===== config.mk =====
export PLATFORM = sky130hd
export DESIGN_NAME = sweep_sequencer
export DESIGN_NICKNAME = d
export VERILOG_FILES = /design/src/rtl/sweep_sequencer_pkg.sv /design/src/rtl/sweep_sequencer_peak_tracker.sv /design/src/rtl/sweep_sequencer.sv
export SDC_FILE = /design/constraint.sdc
export NUM_CORES = 1
export LEC_CHECK = 0
export CAP_MARGIN = 20
export CORE_ASPECT_RATIO = 0.75
export CORE_MARGIN = 2
export CORE_UTILIZATION = 27
export DETAILED_ROUTE_END_ITERATION = 16
export GPL_ROUTABILITY_DRIVEN = 0
export GPL_TIMING_DRIVEN = 0
export PLACE_DENSITY_LB_ADDON = 0.15
export SLEW_MARGIN = 20
export SYNTH_ARGS = -nofsm -noshare
export SYNTH_HDL_FRONTEND = slang
export SYNTH_HIERARCHICAL = 1
export SYNTH_SLANG_ARGS = --single-unit

===== constraint.sdc =====
create_clock -name CLK -period 3.7 [get_ports CLK]
set_input_delay 0.925 -clock CLK [delete_from_list [all_inputs] [get_ports CLK]]
set_output_delay 0.925 -clock CLK [all_outputs]
set_load 0.02 [all_outputs]

===== src/rtl/sweep_sequencer_pkg.sv =====
// Shared definitions for the sweep calibration sequencer: FSM state encodings,
// default widths and servo axis select values.
package sweep_pkg;

   localparam int unsigned STEP_W_DFLT  = 4;
   localparam int unsigned LIGHT_W_DFLT = 8;

   typedef logic [2:0] state_t;

   localparam logic [2:0] ST_IDLE     = 3'd0;
   localparam logic [2:0] ST_H_SWEEP  = 3'd1;
   localparam logic [2:0] ST_H_RETURN = 3'd2;
   localparam logic [2:0] ST_V_SWEEP  = 3'd3;
   localparam logic [2:0] ST_V_RETURN = 3'd4;
   localparam logic [2:0] ST_FINISH   = 3'd5;

   localparam logic AXIS_H = 1'b0;
   localparam logic AXIS_V = 1'b1;

   // The vertical servo stays addressed from its sweep through the completion pulse.
   function automatic logic is_v_phase(input state_t st);
      return (st == ST_V_SWEEP) || (st == ST_V_RETURN) || (st == ST_FINISH);
   endfunction

endpackage


===== src/rtl/sweep_sequencer_peak_tracker.sv =====
// Brightest-sample tracker shared by both sweep axes; clear re-arms it between sweeps.
// best_idx_next exposes the value best_idx takes at the coming edge.
module peak_tracker #(
   parameter int unsigned LIGHT_W = 8,
   parameter int unsigned STEP_W  = 4
) (
   input  logic               clk,
   input  logic               rst,
   input  logic               clear,
   input  logic               sample_en,
   input  logic [LIGHT_W-1:0] light,
   input  logic [STEP_W-1:0]  idx,
   output logic [STEP_W-1:0]  best_idx,
   output logic [STEP_W-1:0]  best_idx_next
);
   import sweep_pkg::*;

   logic [LIGHT_W-1:0] best_q;
   logic [LIGHT_W-1:0] best_d;
   logic [STEP_W-1:0]  best_idx_q;
   logic [STEP_W-1:0]  best_idx_d;

   // Strict compare so that ties keep the earliest index.
   always_comb begin
      best_d     = best_q;
      best_idx_d = best_idx_q;
      if (clear) begin
         best_d     = '0;
         best_idx_d = '0;
      end else if (sample_en && (light > best_q)) begin
         best_d     = light;
         best_idx_d = idx;
      end else begin
         best_d     = best_q;
         best_idx_d = best_idx_q;
      end
   end

   // Peak value and index registers.
   always_ff @(posedge clk or posedge rst) begin
      if (rst) begin
         best_q     <= '0;
         best_idx_q <= '0;
      end else begin
         best_q     <= best_d;
         best_idx_q <= best_idx_d;
      end
   end

   assign best_idx      = best_idx_q;
   assign best_idx_next = best_idx_d;

endmodule


===== src/rtl/sweep_sequencer.sv =====
// Servo calibration sequencer: horizontal then vertical sweep, return to the brightest step.
// Optional phase watchdog with abort/ERR is enabled by defining SWEEP_TIMEOUT_EN.
module sweep_sequencer #(
   parameter int unsigned LIGHT_W = sweep_pkg::LIGHT_W_DFLT,
   parameter int unsigned STEP_W  = sweep_pkg::STEP_W_DFLT,
   parameter int unsigned TIMEOUT = 64
) (
   input  logic               CLK,
   input  logic               RST,
   input  logic               START,
   input  logic               CNT_H,
   input  logic               CNT_D,
   input  logic [LIGHT_W-1:0] LIGHT,
   output logic               HS,
   output logic               VS,
   output logic               STEP_P,
   output logic               STEP_N,
   output logic               AXIS_V,
   output logic [STEP_W-1:0]  POS_H,
   output logic [STEP_W-1:0]  POS_V,
   output logic               BUSY,
   output logic               DONE,
   output logic               ERR
);
   import sweep_pkg::*;

   localparam logic [STEP_W-1:0] IDX_ONE = {{(STEP_W-1){1'b0}}, 1'b1};
   localparam logic [STEP_W-1:0] IDX_MAX = {STEP_W{1'b1}};

   state_t              state_q, state_d;
   logic [STEP_W-1:0]   idx_q, idx_d;
   logic                armed_q, armed_d;
   logic [STEP_W-1:0]   pos_h_q, pos_h_d;
   logic [STEP_W-1:0]   pos_v_q, pos_v_d;
   logic                err_q, err_d;
   logic                hs_q, hs_d;
   logic                vs_q, vs_d;
   logic                step_p_q, step_p_d;
   logic                step_n_q, step_n_d;
   logic                axis_v_q, axis_v_d;
   logic                busy_q, busy_d;
   logic                done_q, done_d;

   logic                en_s;
   logic                trk_clear_s;
   logic                trk_sample_s;
   logic [STEP_W-1:0]   best_idx_s;
   logic [STEP_W-1:0]   best_idx_next_s;
   logic                phase_expired_s;

   peak_tracker #(
      .LIGHT_W (LIGHT_W),
      .STEP_W  (STEP_W)
   ) u_peak (
      .clk           (CLK),
      .rst           (RST),
      .clear         (trk_clear_s),
      .sample_en     (trk_sample_s),
      .light         (LIGHT),
      .idx           (idx_q),
      .best_idx      (best_idx_s),
      .best_idx_next (best_idx_next_s)
   );

`ifdef SWEEP_TIMEOUT_EN
   localparam int unsigned PH_W = $clog2(TIMEOUT) + 1;
   localparam logic [PH_W-1:0] PH_ONE  = {{(PH_W-1){1'b0}}, 1'b1};
   localparam logic [PH_W-1:0] PH_LAST = PH_W'(TIMEOUT - 1);

   logic [PH_W-1:0] ph_cnt_q, ph_cnt_d;

   assign phase_expired_s = (ph_cnt_q == PH_LAST);

   // Phase cycle counter: reloads on every state change, idles at zero.
   always_comb begin
      ph_cnt_d = ph_cnt_q;
      if ((state_d != state_q) || (state_q == ST_IDLE)) begin
         ph_cnt_d = '0;
      end else if (!phase_expired_s) begin
         ph_cnt_d = ph_cnt_q + PH_ONE;
      end else begin
         ph_cnt_d = ph_cnt_q;
      end
   end

   // Phase counter register.
   always_ff @(posedge CLK or posedge RST) begin
      if (RST) begin
         ph_cnt_q <= '0;
      end else begin
         ph_cnt_q <= ph_cnt_d;
      end
   end
`else
   logic unused_timeout_s;

   assign unused_timeout_s = (TIMEOUT > 0);
   assign phase_expired_s  = 1'b0;
`endif

   assign en_s = (state_q == ST_V_SWEEP) ? CNT_D : CNT_H;

   // Sequencer next-state, step index and position latching.
   always_comb begin
      state_d      = state_q;
      idx_d        = idx_q;
      armed_d      = armed_q;
      pos_h_d      = pos_h_q;
      pos_v_d      = pos_v_q;
      err_d        = err_q;
      trk_clear_s  = 1'b0;
      trk_sample_s = 1'b0;
      case (state_q)
         ST_IDLE: begin
            if (START) begin
               state_d     = ST_H_SWEEP;
               idx_d       = '0;
               armed_d     = 1'b0;
               err_d       = 1'b0;
               trk_clear_s = 1'b1;
            end else begin
               state_d = ST_IDLE;
            end
         end
         ST_H_SWEEP, ST_V_SWEEP: begin
            trk_sample_s = 1'b1;
            idx_d        = (idx_q == IDX_MAX) ? idx_q : (idx_q + IDX_ONE);
            armed_d      = armed_q | en_s;
            // The enable must be seen high before its low level counts as end-of-sweep.
            if (armed_q && !en_s) begin
               state_d = (state_q == ST_H_SWEEP) ? ST_H_RETURN : ST_V_RETURN;
            end else if (phase_expired_s) begin
               state_d = ST_IDLE;
               err_d   = 1'b1;
            end else begin
               state_d = state_q;
            end
         end
         ST_H_RETURN, ST_V_RETURN: begin
            if (idx_q == best_idx_s) begin
               idx_d       = '0;
               armed_d     = 1'b0;
               trk_clear_s = 1'b1;
               if (state_q == ST_H_RETURN) begin
                  pos_h_d = best_idx_s;
                  state_d = ST_V_SWEEP;
               end else begin
                  pos_v_d = best_idx_s;
                  state_d = ST_FINISH;
               end
            end else if (phase_expired_s) begin
               state_d = ST_IDLE;
               err_d   = 1'b1;
            end else begin
               idx_d = idx_q - IDX_ONE;
            end
         end
         ST_FINISH: begin
            state_d = ST_IDLE;
         end
         default: begin
            state_d = ST_IDLE;
         end
      endcase
   end

   // Outputs are decoded from next-state values so each is a plain flop.
   always_comb begin
      hs_d     = (state_d == ST_H_SWEEP);
      vs_d     = (state_d == ST_V_SWEEP);
      step_p_d = hs_d | vs_d;
      step_n_d = ((state_d == ST_H_RETURN) || (state_d == ST_V_RETURN)) &&
                 (idx_d > best_idx_next_s);
      axis_v_d = is_v_phase(state_d) ? sweep_pkg::AXIS_V : sweep_pkg::AXIS_H;
      busy_d   = (state_d != ST_IDLE);
      done_d   = (state_d == ST_FINISH);
   end

   // State and output registers.
   always_ff @(posedge CLK or posedge RST) begin
      if (RST) begin
         state_q  <= ST_IDLE;
         idx_q    <= '0;
         armed_q  <= 1'b0;
         pos_h_q  <= '0;
         pos_v_q  <= '0;
         err_q    <= 1'b0;
         hs_q     <= 1'b0;
         vs_q     <= 1'b0;
         step_p_q <= 1'b0;
         step_n_q <= 1'b0;
         axis_v_q <= 1'b0;
         busy_q   <= 1'b0;
         done_q   <= 1'b0;
      end else begin
         state_q  <= state_d;
         idx_q    <= idx_d;
         armed_q  <= armed_d;
         pos_h_q  <= pos_h_d;
         pos_v_q  <= pos_v_d;
         err_q    <= err_d;
         hs_q     <= hs_d;
         vs_q     <= vs_d;
         step_p_q <= step_p_d;
         step_n_q <= step_n_d;
         axis_v_q <= axis_v_d;
         busy_q   <= busy_d;
         done_q   <= done_d;
      end
   end

   assign HS     = hs_q;
   assign VS     = vs_q;
   assign STEP_P = step_p_q;
   assign STEP_N = step_n_q;
   assign AXIS_V = axis_v_q;
   assign POS_H  = pos_h_q;
   assign POS_V  = pos_v_q;
   assign BUSY   = busy_q;
   assign DONE   = done_q;
   assign ERR    = err_q;

endmodule


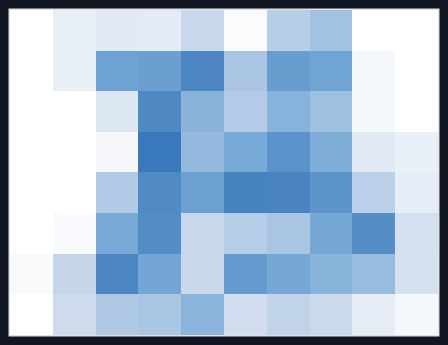
**Above:** run 1 (placement density heat map).
The die is cut into 10 by 8 equal tiles; white is low, dark blue is high, 0 to 100% covered.
- nearly empty tiles: 18%
- densest ninth of the die: centre
- mean over tiles: 29%
Final Core Density: 34.6%
fp_density: 27.9%

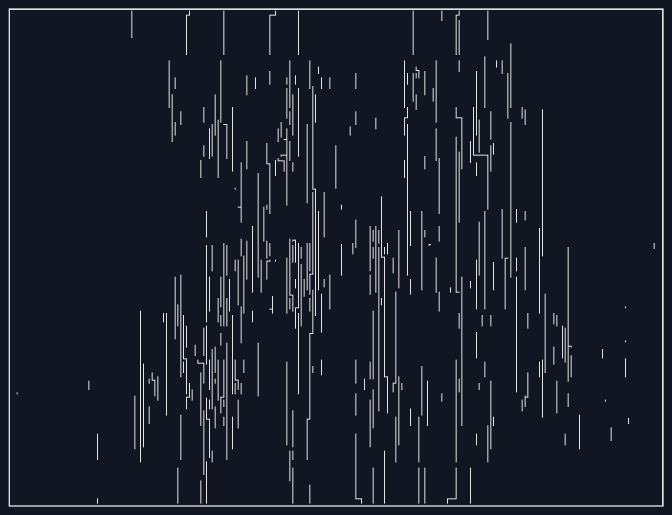
**Above:** run 1 (the metal 2 layer).
- wire length on this layer: 1,800 um
- longest straight run: 26.2 um

==> deck_impl_summary.md, run 1 <==
Implementation Results

Synthesis
  • Top cells, area: dfrtp_1 (43%), nand2b_1 (8.9%), ha_1 (8.6%)
  • Commonest cells post-synth: dfrtp_1 (35), nand2b_1 (29), inv_1 (17)
  • EDFF count, synth: 0
  • Count leader, synth: dfrtp_1
  • Post-synthesis cell area: 0.00205 mm^2
  • Ys flops: 35
  • Ys async rst share: 100%
  • Mapped Cells: 191
  • Ys Warns: 6
  • Top FF cell, synth: dfrtp_1
  • YS chip area: 0.00205 mm^2

Clock tree
  • CTS Buf Count: 5
  • Cts repair resizes: 0
  • # clock sinks: 35
  • Setup Buffers After CTS: 0
  • Clock Tree Buf Depth: 2

Setup path
  • Max FO, Critical Path: 10
  • Kind of critical path: in2reg
  • RR Startpoint: idx_q[0]
  • Worst R2R Path Depth: 14
  • CP startpoint kind: input port
  • CP Launch Point: LIGHT[7]
  • CP Buf/Inv Count: 3
  • Worst path depth: 14
  • Setup crit end kind: flip-flop
  • CP Cell Sequence: clkdlybuf4s50_1 -> ha_1 -> nand2_1 -> o21ai_1 -> nand2b_1 -> o2111a_2 -> buf_8 -> mux2i_1 -> inv_1 -> ha_1 -> o21ai_0 -> a21oi_1 -> o21ai_1 -> nor3_1
  • Slowest cell on crit path: clkdlybuf4s50_1
  • Arrival time worst endpoint: 3.55 ns

Power and ir drop
  • PwrDens: 845 mW/mm^2
  • Pleak: 0.00110 uW
  • Peak VDD IR: 0.000191 V

Die
  • Die H: 79.4 um
  • Chip Area: 0.00830 mm^2
  • Core area: 0.00733 mm^2

Routing
  • Routed wire length: 4200 um
  • Detailed-route via count: 1,443
  • Drt drc: 0
  • Avg WL per Cell: 12.8 um
  • Max Used Layer: met4
  • Post-DRT Antenna Nets: 0
  • Met3 WL: 113 um
  • Metal-1 WL: 2200 um
  • Pre-antenna DRT Iters: 4

Place
  • Detail Placement HPWL: 3130 um
  • Port bufs: 27
  • DP Worst Slack: -0.197 ns

Global route
  • GR peak layer: met2
  • Largest net degree at the start of global routing: 24
  • Gr ovfl total: 0
  • Vias in the first global route: 1,440

Final timing
  • Fin Setup TNS: 0 ns
  • Worst slew pin tran: 0.871 ns
  • Rel. slew slack: 41.6%
  • Final Skew: 0.00990 ns
  • Minimum clock period after layout: 3.38 ns
  • FMAX: 296 MHz
  • Crit share post-route: 91.3%
  • Max Transition Viols Final: 0
  • Setup-failing EPs final: 0
  • Post-route worst setup slack: 0.323 ns
  • Hold Vio Cnt, Final: 0

Layout
  • Inverters: 18
  • Fraction of layout cells with a size suffix above 1: 13.3%
  • Leading cell kind: logic gates
  • Comb area share: 41.2%
  • Register area: 876 um^2
  • Fin cells: 327
  • Fillers: 732
  • Fraction of area in registers: 34.5%
  • #MultiIn Comb: 130
  • Final clock-cell share: 3.50%

Worst hold path
  • Hold WC Path Type: reg2reg
  • Hold_sp: POS_V[3]

Flow run
  • Max Cap Viol: 0

Run status
  • Status: finished clean
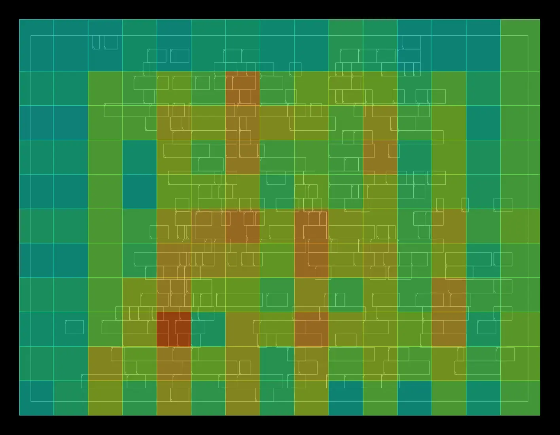
**Above:** run 1 (routing congestion map).
met3 usage: 2.78%
GR Util met1: 15.8%
grt met2 use: 16.7%

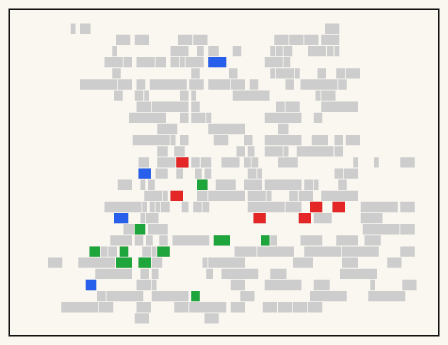
**Above:** run 1 (gate-type map).
- red: XOR/XNOR gates (cells 6; most used xnor2_1)
- blue: AND-OR and OR-AND gates (cells 4)
- green: AND and OR gates (cells 10; most used and2_1)

-- run 1: path summary, 6_finish.rpt --
check	end	slack [ns]
max in group asynchronous	idx_q[3]	2.23
worst min register to register	POS_V[3]	0.51
worst min-delay path	POS_V[3]	0.51
worst max-delay path	STEP_N	0.32
min in group asynchronous	u_peak/best_idx[1]	1.00
worst max register to register	STEP_N	0.61
-- run 1: state kept, by name (all words and copies together), names as in the netlist, 3 cells and up --
name and flops:
u_peak/best_q 8, POS_V 4, u_peak/best_idx 4, idx_q 4
state_q 3, POS_H 4
-- run 1: power by group --
group	switching [uW]	internal (uW)	total (uW)	leakage, uW
sequential	107	522	629	0.000455
combinational	634	598	1230	0.000609
clock	152	131	284	0.0000402
total	893	1250	2140	0.00110
-- run 1: cell families (layout without fill, tap and decap cells) --
kind of cell	after synthesis	after routing	synth area share [%]
xor+xnor	6	6	2.57
fa+ha+maj	14	14	8.56
flops	35	35	42.8
buf+inv	26	61	6.48
compound gates	28	28	9.36
simple gates	60	60	18.5
other cells	1	1	0.183
mux	21	21	11.5
-- run 1: stage by stage --
stage	cell area, um^2	hold slack (ns)	power, uW
2_1_floorplan	2050	0.513	1520
3_3_place_gp	2440	0.496	1880
3_5_place_dp	2440	0.495	1870
4_1_cts	2530	0.514	2170
5_1_grt	2540	0.532	2350
6_report	2540	0.508	2140
-- run 1: cell usage in the layout (no fill, tap or decap), types with 4 or more instances in the layout --
cell	netlist	routed
mux2_2	4	4
nand2b_1	29	29
dfrtp_1	35	35
mux2_4	4	4
nand2_1	5	4
clkbuf_8	0	5
ha_1	14	14
a21oi_1	9	9
clkdlybuf4s50_1	0	27
xnor2_1	6	6
inv_1	17	16
mux2i_1	13	13
**Run 1: signal wires by layer**

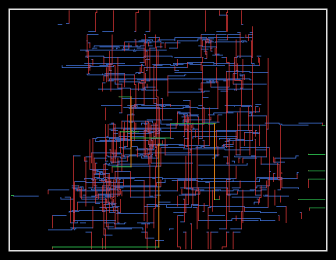

## Run 2: what changed since run 1
--- a/config.mk
+++ b/config.mk
@@ -5,6 +5,7 @@
 export SDC_FILE = /design/constraint.sdc
 export NUM_CORES = 1
 export LEC_CHECK = 0
+export ABC_AREA = 1
 export CAP_MARGIN = 20
 export CORE_ASPECT_RATIO = 0.75
 export CORE_MARGIN = 2
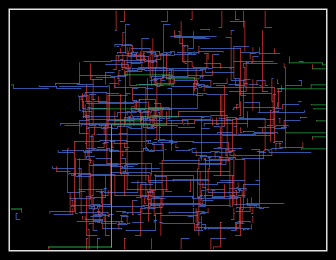
**Above:** run 2 (signal wires by layer).
- blue: metal 1 (wire length 2,630 um)
- green: metal 3 (wire length 206 um)
- red: metal 2 (wire length 1,860 um)
- orange: metal 4 (wire length 41.5 um)
detailed-route via count: 1,664
routed wire length: 4740 um
Avg WL per Cell: 12.1 um
Total GRT Usage: 11.8%

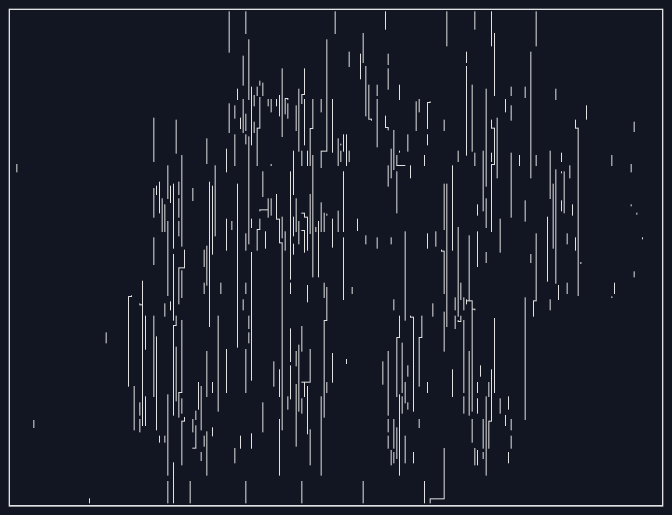
**Above:** run 2 (the metal 2 layer).
- nets with wire on the layer: 229
- longest straight run: 30.8 um

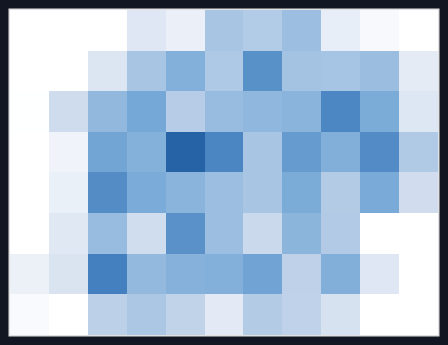
**Above:** run 2 (placement density heat map).
The die is cut into 11 by 8 equal tiles; white is low, dark blue is high, 0 to 100% covered.
- nearly empty tiles: 18%
- densest ninth of the die: centre
- mean over tiles: 29%

==> run 2 against run 1 <==
Net effect:
- clock power grew 27%
- total power grew 14%
- utilization shrank 0.48 points
- setup slack gained 0.15 ns
- sequential cell count is the same
- non-clock buffer count grew 2
- sequential power grew 4.3%
- design area grew 5.6%
- count of clock-buffer cells in the layout is the same
==> deck_impl_summary.md, run 2 <==
Implementation Results

Layout
  • Register area: 876 um^2 (unchanged)
  • Most frequent cells in the layout: nand2_1 (56), inv_1 (41), dfrtp_1 (35), clkdlybuf4s50_1 (27), nand4_1 (15)
  • Max FFs per register: 8 (unchanged)
  • Most common logic cell in the routed design: nand2_1
  • Largest Register: u_peak/best_q
  • Final Core Density: 34.2% (-0.48 points)
  • Fraction of layout cells with a size suffix above 1: 17.4% (+4.1 points)
  • Design Area, Final: 0.00268 mm^2 (+5.6%)
  • Fillers: 840 (+15%)

Final timing
  • Worst slew pin tran: 0.921 ns (+0.0499 ns)
  • Crit share post-route: 87.2% (-4.0 points)
  • Fin Setup TNS: 0 ns (unchanged)
  • Rel. slew slack: 38.6% (-3.0 points)
  • Minimum clock period after layout: 3.23 ns (-0.150 ns)
  • Final Skew: 0.00689 ns (-0.00301 ns)
  • FMAX: 310 MHz (+4.6%)
  • Setup-failing EPs final: 0 (unchanged)

Routing
  • Max Used Layer: met4
  • Drt drc: 0 (unchanged)

Setup path
  • CP Cell Sequence: clkdlybuf4s50_1 -> inv_1 -> ha_1 -> nand2_1 -> nor2_2 -> a21boi_4 -> buf_2 -> nand4_1 -> nand2_1 -> inv_1 -> ha_1 -> nand2_1 -> inv_1 -> nand2_1 -> a21oi_1 -> nand4_1 -> a21oi_1
  • Setup crit end kind: flip-flop
  • Kind of critical path: in2reg
  • Max FO, Critical Path: 10 (unchanged)
  • CP startpoint kind: input port
  • Arrival time worst endpoint: 3.45 ns (-0.10 ns)

Power and ir drop
  • PwrDens: 915 mW/mm^2 (+8.3%)
  • Peak VDD IR: 0.000253 V (+32%)

Global route
  • Gr ovfl total: 0 (unchanged)
  • GR peak layer: met1
  • Vias in the first global route: 1,615 (+12%)
  • GR Util met1: 17.7% (+1.8 points)

Synthesis
  • Top FF cell, synth: dfrtp_1
  • Ys async rst share: 100% (unchanged)
  • EDFF count, synth: 0 (unchanged)
  • Top cells, area: dfrtp_1 (40%), nand2_1 (9.7%), ha_1 (8.1%)
  • YS chip area: 0.00217 mm^2 (+5.9%)
  • Post-synthesis cell area: 0.00217 mm^2 (+5.9%)
  • Post-Synth Simple-Gate Area: 28.9% (+10 points)
  • Largest logic family: simple AND/OR/NAND/NOR gates
  • Commonest cells post-synth: nand2_1 (56), inv_1 (41), dfrtp_1 (35)
  • Ys Warns: 6 (unchanged)
  • Adder share: 8.09% (-0.47 points)

Clock tree
  • CTS Buf Count: 5 (unchanged)
  • Cts repair resizes: 0 (unchanged)
  • Setup Buffers After CTS: 0 (unchanged)
  • Clock Tree Buf Depth: 2 (unchanged)
  • # clock sinks: 35 (unchanged)

Place
  • Port bufs: 27 (unchanged)
  • Detail Placement HPWL: 3610 um (+16%)
  • Placed Area: 0.00257 mm^2 (+5.1%)

Die
  • Core area: 0.00785 mm^2 (+7.0%)
  • Fp_density: 27.6% (-0.31 points)
  • Die H: 81.6 um (+2.7%)

Worst hold path
  • Hold WC Path Type: reg2reg

Run status
  • Status: finished clean

Flow run
  • Max Cap Viol: 0 (unchanged)
==> run 2: netlist changes by cell type in the layout (fill, tap and decap cells not counted), sizes merged, moves of 8 or more <==
cell,delta
nand4,+11
nand2,+58
nor2,+11
mux2,-8
inv,+26
nand3,+24
mux2i,-13
nand2b,-29
==> run 2: layout make-up <==
| type | count | share of cell area (%) |
|---|---|---|
| Buffer | 10 | 3.69 |
| Clock inverter | 3 | 1.63 |
| Multi-Input combinational cell | 165 | 38.6 |
| Timing Repair Buffer | 27 | 10.1 |
| Tap cell | 105 | 4.90 |
| Inverter | 42 | 5.88 |
| Sequential cell | 35 | 32.7 |
| Clock buffer | 5 | 2.57 |
==> run 2: critical path: cells and delay by family <==
kind            cells  cell delay [ns]
compound gates      3             0.47
fa+ha+maj           2             0.57
buf+inv             5             0.89
simple gates        7             0.59
==> run 2: stage by stage <==
step                setup slack, ns  total power, uW  hold WS, ns
floorplan                     0.934             1720        0.468
global placement              0.161             2110        0.467
detailed placement            0.144             2120        0.470
CTS                           0.445             2480        0.490
global route                  0.151             2730        0.522
finish                        0.472             2450        0.487
==> run 2: final timing paths <==
| kind | from | to | slack [ns] | cells after the start |
|---|---|---|---|---|
| max reg2reg | state_q[2] | STEP_N | 1.06 | 15 |
| max | LIGHT[0] | STEP_N | 0.47 | 17 |
| min | POS_H[1] | POS_H[1] | 0.49 | 2 |
| max in group asynchronous | RST | idx_q[1] | 1.95 | 2 |
| min reg2reg | POS_H[1] | POS_H[1] | 0.49 | 2 |
| min in group asynchronous | RST | u_peak/best_idx[2] | 1.00 | 2 |
==> run 2: power breakdown <==
part           total, uW  internal [uW]  switching [uW]
combinational       1430            586             848
sequential           656            539             116
clock                362            201             161
## Run 3: what changed since run 2
--- a/config.mk
+++ b/config.mk
@@ -10,6 +10,7 @@
 export CORE_ASPECT_RATIO = 0.75
 export CORE_MARGIN = 2
 export CORE_UTILIZATION = 27
+export CTS_CLUSTER_DIAMETER = 100
 export DETAILED_ROUTE_END_ITERATION = 16
 export GPL_ROUTABILITY_DRIVEN = 0
 export GPL_TIMING_DRIVEN = 0
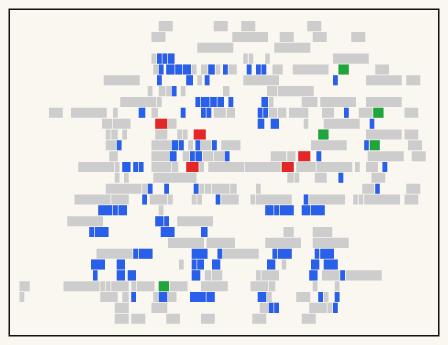
**Above:** run 3 (gate-type map).
- green: AND-OR and OR-AND gates (cells 5; most used o21a_1)
- blue: NAND gates (cells 102; most used nand2_1)
- red: XOR/XNOR gates (cells 5; most used xor2_1; where centre)

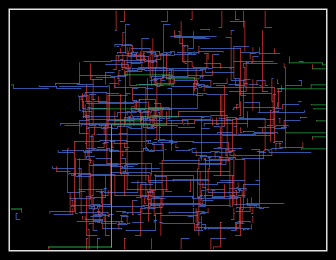
**Above:** run 3 (signal wires by layer).

==> run 3 against run 2 <==
Net effect:
- global-route usage did not move
- critical path depth did not move
- die area did not move
- combinational power barely moved
- register-to-register slack barely moved
- cell count did not move
- first-iteration DRC count did not move
- setup slack did not move
- critical path type unchanged
- critical endpoint unchanged
==> deck_impl_summary.md, run 3 <==
Implementation Results

Final timing
  • FMAX: 310 MHz (unchanged)
  • Fin Setup TNS: 0 ns (unchanged)
  • Worst slew pin tran: 0.921 ns (unchanged)
  • Minimum clock period after layout: 3.23 ns (unchanged)
  • Rel. slew slack: 38.6% (unchanged)
  • Final Skew: 0.00689 ns (unchanged)

Power and ir drop
  • Peak VDD IR: 0.000253 V (unchanged)
  • Sw Share: 45.9% (unchanged)
  • Internal Power: 1330 uW (unchanged)
  • Net Sw Power: 1130 uW (unchanged)
  • PwrDens: 915 mW/mm^2 (unchanged)
  • Highest-power group: combinational logic
  • Clk pwr share: 14.8% (about the same)
  • Clock group power: 362 uW (about the same)

Setup path
  • Setup crit end kind: flip-flop
  • Arrival time worst endpoint: 3.45 ns (about the same)
  • CP Buf/Inv Count: 5 (unchanged)
  • Kind of critical path: in2reg
  • CP delay by family, top: buffers and inverters
  • Max FO, Critical Path: 10 (unchanged)
  • Flop2flop setup slack: 1.06 ns (about the same)
  • CP Cell Sequence: clkdlybuf4s50_1 -> inv_1 -> ha_1 -> nand2_1 -> nor2_2 -> a21boi_4 -> buf_2 -> nand4_1 -> nand2_1 -> inv_1 -> ha_1 -> nand2_1 -> inv_1 -> nand2_1 -> a21oi_1 -> nand4_1 -> a21oi_1
  • CP startpoint kind: input port

Layout
  • Most common logic cell in the routed design: nand2_1
  • Design Area, Final: 0.00268 mm^2 (unchanged)
  • Max FFs per register: 8 (unchanged)
  • Largest Register: u_peak/best_q
  • Most frequent cells in the layout: nand2_1 (56), inv_1 (41), dfrtp_1 (35), clkdlybuf4s50_1 (27), nand4_1 (15)
  • Fraction of layout cells with a size suffix above 1: 17.4% (unchanged)

Clock tree
  • Cts repair resizes: 0 (unchanged)
  • Clock Tree Buf Depth: 2 (unchanged)
  • Setup Buffers After CTS: 0 (unchanged)
  • CTS Buf Count: 5 (unchanged)

Synthesis
  • Post-synthesis cell area: 0.00217 mm^2 (unchanged)
  • Ys Warns: 6 (unchanged)
  • YS chip area: 0.00217 mm^2 (unchanged)
  • Top cells, area: dfrtp_1 (40%), nand2_1 (9.7%), ha_1 (8.1%)
  • Commonest cells post-synth: nand2_1 (56), inv_1 (41), dfrtp_1 (35)
  • EDFF count, synth: 0 (unchanged)

Place
  • Port bufs: 27 (unchanged)
  • Detail Placement HPWL: 3610 um (unchanged)
  • Placed Area: 0.00257 mm^2 (unchanged)

Global route
  • Total GRT Usage: 11.8% (unchanged)
  • Gr ovfl total: 0 (unchanged)
  • Vias in the first global route: 1,615 (unchanged)

Routing
  • Avg WL per Cell: 12.1 um (unchanged)
  • Drt drc: 0 (unchanged)
  • Routed wire length: 4740 um (unchanged)
  • Detailed-route via count: 1,664 (unchanged)

Die
  • Die H: 81.6 um (unchanged)

Worst hold path
  • Hold WC Path Type: reg2reg

Run status
  • Status: finished clean
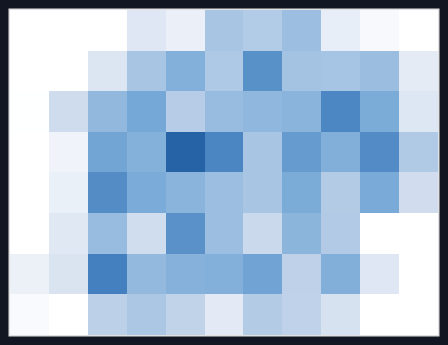
**Above:** run 3 (placement density heat map).
The die is cut into 11 by 8 equal tiles; white is low, dark blue is high, 0 to 100% covered.
fp_density: 27.6%
Final Core Density: 34.2%
core area: 0.00785 mm^2

[run 3: cells by family (layout without fill, tap and decap cells)]
| kind of cell | after synthesis | in the layout | share of synthesized area [%] |
|---|---|---|---|
| adders and majority gates | 14 | 14 | 8.09 |
| and+or+nand+nor | 120 | 120 | 28.9 |
| buffers and inverters | 52 | 87 | 11.8 |
| DFF | 35 | 35 | 40.4 |
| xor gates and xnor gates | 5 | 5 | 2.02 |
| AOI/OAI and AO/OA | 25 | 25 | 8.49 |
| other | 1 | 1 | 0.173 |
[run 3: final timing paths]
check,endpoint,from,cells after the start
max reg2reg,STEP_N,state_q[2],15
max,STEP_N,LIGHT[0],17
min reg2reg,POS_H[1],POS_H[1],2
min,POS_H[1],POS_H[1],2
min in group asynchronous,u_peak/best_idx[2],RST,2
max in group asynchronous,idx_q[1],RST,2
[run 3: layout make-up]
| class | instances | area, um^2 |
|---|---|---|
| flip-flops and latches | 35 | 876 |
| well taps | 105 | 131 |
| fillers | 840 | 5170 |
| clock buffers | 5 | 68.8 |
| inverters | 42 | 158 |
| plain buffers | 10 | 98.8 |
| repair buffers | 27 | 270 |
| multi-input cells | 165 | 1030 |
| clock inverters | 3 | 43.8 |
[run 3: per-layer routing]
layer / vias to the layer above / share of wire (%)
li1: 886 / -
met1: 752 / 56
met2: 24 / 39
met3: 2 / 4.3
met4: 0 / 0.87
met5: - / 0
[run 3: stage by stage]
stage	util [%]	setup slack [ns]	instances
after floorplan	-	0.934	252
after global placement	32.7	0.161	384
after detailed placement	32.7	0.144	384
after CTS	34.2	0.445	392
after global routing	34.2	0.151	392
final	34.2	0.472	392
Power is estimated from default activity; no workload was simulated.
